The metal 2 layer:
Scale: 3 px per um. Cells faint in the background.
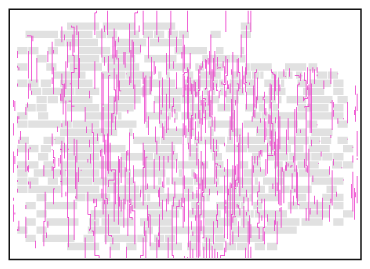
Wires at chosen ports, followed through buffers:
Scale: 3 px per um.
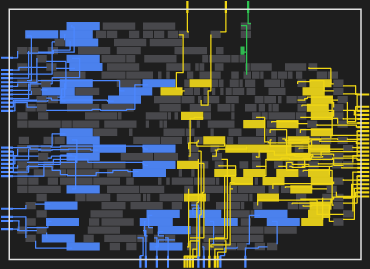
Signal wires by layer:
Scale: 4 px per um. Two of the layers only.
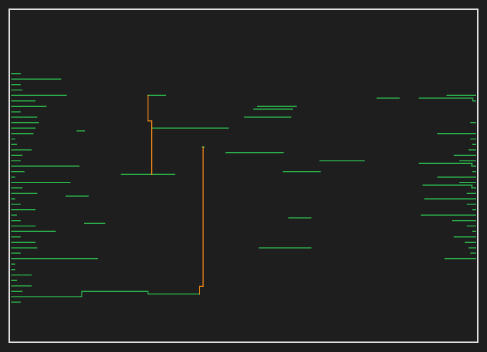
==> src/rtl/cpa_seg_add_ctrl_if.sv <==
// Operand/result handshake bundle for cpa_seg_add_ctrl: valid/ready on the operand side
// and on the result side, plus a busy flag.
interface cpa_seg_add_ctrl_if #(
  parameter int SEG_W   = 8,
  parameter int NUM_SEG = 4
);
  localparam int W = SEG_W * NUM_SEG;

  logic         in_valid;
  logic         in_ready;
  logic [W-1:0] in_a;
  logic [W-1:0] in_b;
  logic         out_valid;
  logic         out_ready;
  logic [W:0]   out_sum;
  logic         busy;

  modport master (
    output in_valid, in_a, in_b, out_ready,
    input  in_ready, out_valid, out_sum, busy
  );

  modport slave (
    input  in_valid, in_a, in_b, out_ready,
    output in_ready, out_valid, out_sum, busy
  );
endinterface

==> src/rtl/cpa_seg_add_ctrl.sv <==
// Wide unsigned adder that time-shares one narrow ripple CPA, one SEG_W-bit segment per cycle.
// Optional macro CPA_SEG_EARLY_EXIT_EN: finish early once the remaining segments cannot change the sum.
module cpa_seg_add_ctrl #(
  parameter int SEG_W   = 8,
  parameter int NUM_SEG = 4
) (
  input  logic              clk,
  input  logic              rst,
  cpa_seg_add_ctrl_if.slave bus
);
  localparam int IDX_W = (NUM_SEG > 1) ? $clog2(NUM_SEG) : 1;

  typedef enum logic [1:0] {
    IDLE,
    RUN,
    DONE
  } state_t;

  state_t state;
  state_t state_n;

  logic [IDX_W-1:0]              seg_idx;
  logic                          carry;
  logic [NUM_SEG-1:0][SEG_W-1:0] a_q;
  logic [NUM_SEG-1:0][SEG_W-1:0] b_q;
  logic [NUM_SEG-1:0][SEG_W-1:0] sum_q;
  logic                          sum_top;

  logic [SEG_W:0]   cpa_a;
  logic [SEG_W:0]   cpa_b;
  logic [SEG_W+1:0] cpa_res;
  logic             last_seg;
  logic             early_exit;

  // The CPA has no carry-in; doubling the carry into bit 0 of both operands injects it
  // into bit 1, and bit 0 of the result is always 0 and dropped.
  assign cpa_a    = {a_q[seg_idx], carry};
  assign cpa_b    = {b_q[seg_idx], carry};
  assign last_seg = (seg_idx == IDX_W'(NUM_SEG - 1));

  // NOTE: inside always_comb, blocking '=' is correct -- cy must update in loop order so
  // each bit sees the carry from the bit below it.
  always_comb begin : ripple_cpa
    logic cy;
    cy      = 1'b0;
    cpa_res = '0;
    for (int i = 0; i <= SEG_W; i++) begin
      cpa_res[i] = cpa_a[i] ^ cpa_b[i] ^ cy;
      cy         = (cpa_a[i] & cpa_b[i]) | (cy & (cpa_a[i] ^ cpa_b[i]));
    end
    cpa_res[SEG_W+1] = cy;
  end

`ifdef CPA_SEG_EARLY_EXIT_EN
  logic [NUM_SEG-1:0] upper_zero;

  // upper_zero[k]: every A and B segment above k is zero.
  always_comb begin : zero_detect
    logic z;
    z          = 1'b1;
    upper_zero = '0;
    for (int k = NUM_SEG - 1; k >= 0; k--) begin
      upper_zero[k] = z;
      z             = z & (a_q[k] == '0) & (b_q[k] == '0);
    end
  end

  assign early_exit = !last_seg && !cpa_res[SEG_W+1] && upper_zero[seg_idx];
`else
  assign early_exit = 1'b0;
`endif

  always_ff @(posedge clk) begin
    if (rst) state <= IDLE;
    else     state <= state_n;
  end

  // NOTE: every output of this block gets a default first, so no path leaves one
  // unassigned and no latch is inferred.
  always_comb begin
    state_n       = state;
    bus.in_ready  = 1'b0;
    bus.out_valid = 1'b0;
    bus.busy      = 1'b1;
    unique case (state)
      IDLE: begin
        bus.in_ready = 1'b1;
        bus.busy     = 1'b0;
        if (bus.in_valid) state_n = RUN;
      end
      RUN: begin
        if (last_seg || early_exit) state_n = DONE;
      end
      DONE: begin
        bus.out_valid = 1'b1;
        if (bus.out_ready) state_n = IDLE;
      end
      default: state_n = IDLE;
    endcase
  end

  // NOTE: the operand registers carry no reset: they are always loaded at accept before
  // anything reads them, so a reset would only add gating to a wide register.
  always_ff @(posedge clk) begin
    if (state == IDLE && bus.in_valid) begin
      a_q <= bus.in_a;
      b_q <= bus.in_b;
    end
  end

  always_ff @(posedge clk) begin
    if (rst) begin
      seg_idx <= '0;
      carry   <= 1'b0;
      sum_q   <= '0;
      sum_top <= 1'b0;
    end else begin
      unique case (state)
        IDLE: begin
          if (bus.in_valid) begin
            seg_idx <= '0;
            carry   <= 1'b0;
            sum_q   <= '0;
            sum_top <= 1'b0;
          end
        end
        RUN: begin
          sum_q[seg_idx] <= cpa_res[SEG_W:1];
          carry          <= cpa_res[SEG_W+1];
          if (last_seg)         sum_top <= cpa_res[SEG_W+1];
          else if (!early_exit) seg_idx <= seg_idx + 1'b1;
        end
        default: ;
      endcase
    end
  end

  assign bus.out_sum = {sum_top, sum_q};
endmodule

==> src/flat_wrapper.sv <==
// flat-port wrapper written by rule: the top's interface ports become plain ports
module cpa_seg_add_ctrl_flat 
#(
  parameter int SEG_W   = 8,
  parameter int NUM_SEG = 4
)
  (clk, rst, bus_in_valid, bus_in_a, bus_in_b, bus_out_ready, bus_in_ready, bus_out_valid, bus_out_sum, bus_busy);
  cpa_seg_add_ctrl_if #(.SEG_W(SEG_W), .NUM_SEG(NUM_SEG)) bus_i ();
  input  logic clk;
  input  logic rst;
  input wire logic [$bits(bus_i.in_valid)-1:0] bus_in_valid;
  input wire logic [$bits(bus_i.in_a)-1:0] bus_in_a;
  input wire logic [$bits(bus_i.in_b)-1:0] bus_in_b;
  input wire logic [$bits(bus_i.out_ready)-1:0] bus_out_ready;
  output wire logic [$bits(bus_i.in_ready)-1:0] bus_in_ready;
  output wire logic [$bits(bus_i.out_valid)-1:0] bus_out_valid;
  output wire logic [$bits(bus_i.out_sum)-1:0] bus_out_sum;
  output wire logic [$bits(bus_i.busy)-1:0] bus_busy;
  assign bus_i.in_valid = bus_in_valid;
  assign bus_i.in_a = bus_in_a;
  assign bus_i.in_b = bus_in_b;
  assign bus_i.out_ready = bus_out_ready;
  assign bus_in_ready = bus_i.in_ready;
  assign bus_out_valid = bus_i.out_valid;
  assign bus_out_sum = bus_i.out_sum;
  assign bus_busy = bus_i.busy;
  cpa_seg_add_ctrl #(.SEG_W(SEG_W), .NUM_SEG(NUM_SEG)) u_core (.clk(clk), .rst(rst), .bus(bus_i));
endmodule
==> config.mk <==
export PLATFORM = sky130hd
export DESIGN_NAME = cpa_seg_add_ctrl_flat
export DESIGN_NICKNAME = d
export VERILOG_FILES = /design/src/rtl/cpa_seg_add_ctrl_if.sv /design/src/rtl/cpa_seg_add_ctrl.sv /design/src/flat_wrapper.sv
export SDC_FILE = /design/constraint.sdc
export NUM_CORES = 1
export LEC_CHECK = 0
export CAP_MARGIN = 40
export CORE_ASPECT_RATIO = 0.7
export CORE_MARGIN = 2
export CORE_UTILIZATION = 45
export DETAILED_ROUTE_END_ITERATION = 8
export PLACE_DENSITY = 0.72
export SLEW_MARGIN = 20
export SYNTH_ARGS = -nofsm -noshare
export SYNTH_HDL_FRONTEND = slang
export SYNTH_SLANG_ARGS = --single-unit
==> constraint.sdc <==
create_clock -name clk -period 12.95 [get_ports clk]
set_input_delay 2.59 -clock clk [delete_from_list [all_inputs] [get_ports clk]]
set_output_delay 2.59 -clock clk [all_outputs]
set_load 0.005 [all_outputs]
==> results.yml <==
# flow metrics
floorplanning:
  placeableCoreArea_sq_um: 8548
clocking:
  clock_tree.root_cell: "sky130_fd_sc_hd__clkbuf_16"
  clk_buf_depth: 2
  cts_resized: 0
  cts_inserted_buffers: 9
setup_path:
  critical_path.top_delay_family: "adder cells"
  cpMaxStageDelayCell: "sky130_fd_sc_hd__fa_1"
  regToRegStartpoint: "u_core.seg_idx[0]"
  worst-r2r-setup-slack_ns: 8.35
  cp_launch_point: "u_core.seg_idx[0]"
  timing.critical_path.depth: 15
  timing.critical_path.fanout_max: 22
  timing.critical_path.to: "u_core.bus.out_sum[31]"
logic_synthesis:
  synthTopCellsByArea: "sky130_fd_sc_hd__edfxtp_1, sky130_fd_sc_hd__dfxtp_1, sky130_fd_sc_hd__mux4_2, sky130_fd_sc_hd__a22o_1, sky130_fd_sc_hd__fa_1"
  syn-instance-count: 245
  synth.top_cells.by_count: "sky130_fd_sc_hd__edfxtp_1, sky130_fd_sc_hd__dfxtp_1, sky130_fd_sc_hd__inv_1"
  postSynthNetCount: 325
  synth-edff-count: 64
  synthesis.area_sq_um: 4003
  ys_seq_share_pct: 67.02
  postSynthAreaPerCell_sq_um: 16.34
  synth.most_common_cell: "sky130_fd_sc_hd__edfxtp_1"
  ys_sh_mux_pct: 10.47
  ys_sh_xor_pct: 0
  yosys_cells: 245
  synth-async-reset-ratio_pct: 0
status:
  result_of_the_run: "finished, final reports clean"
final_layout:
  register_area_sq_um: 2683
  layout.core_utilization_pct: 63.28
  comb_area_share_pct: 21.49
  area_share_nonclk_buffers_pct: 19.48
  area.share.sequential_pct: 49.60
  finalNonFillerCells: 473
  antenna-diode-count: 0
  final_layout_top_logic_cell: "sky130_fd_sc_hd__clkdlybuf4s50_1"
  mostFrequentLayoutCells: "sky130_fd_sc_hd__clkdlybuf4s50_1, sky130_fd_sc_hd__edfxtp_1, sky130_fd_sc_hd__dfxtp_1, sky130_fd_sc_hd__inv_1, sky130_fd_sc_hd__a22o_1"
  area_delta_synth_final_pct: 35.14
  drive_gt1_share_pct: 14.45
  final_net_count: 429
global_route:
  maximum_number_of_pins_on_one_net_before_global_route_repair: 65
  gr-max-usage-layer: "met1"
  met1_track_demand_over_resource_pct: 28.05
timing:
  final-setup-viol-count: 0
  drv_slew: 0
  setup-tns-final_ns: 0
  layout_min_cycle_time_ns: 4.600
  unrepaired_setup_endpoints_after_global_routing: "false"
  timing.final.hold_violations: 0
min_path:
  min_path_cells: 1
  min_delay_src: "u_core.bus.out_sum[29]"
power_and_ir_drop:
  peakVddDrop_mv: 0.07223
  seq_cell_power_mw: 0.370
  power.share.combinational_pct: 12.3
  pwr.group.clock_mw: 0.250
  power_density_nw_per_um2: 130.8
  power.group.top: "sequential cells"
  power.share.sequential_pct: 52.3
drt:
  detail_route.drc_violations: 0
  highest_layer: "met4"
flow_run:
  max_cap_violations: 0
placed_design:
  dp.cells: 458
Notes on 'the metal 2 layer' above:
longest straight run = 35.0 um
share of all routed wire = 43%
nets with wire on the layer = 364
main direction = vertical
wire length on this layer = 3,490 um
wirelength, routed: 8152 um
count of vias placed by the detailed router: 2,391
grt met2 use: 24.44%

Notes on 'wires at chosen ports, followed through buffers' above:
blue -> bus_in_a  # bits 32, direction input, end cells 32, wire 847 um
yellow -> bus_out_sum  # bits 33, direction output, end cells 33, wire 1,110 um
green -> bus_in_ready  # bits 1, direction output, end cells 1, wire 24.5 um
Top-Level Pins: 104
number of input and output port buffers inserted: 103

Notes on 'signal wires by layer' above:
green -> metal 3  # wire length 543 um
orange -> metal 4  # wire length 58.3 um
all-layer global routing usage: 17.88%
average wire length per cell after detail routing: 17.23 um

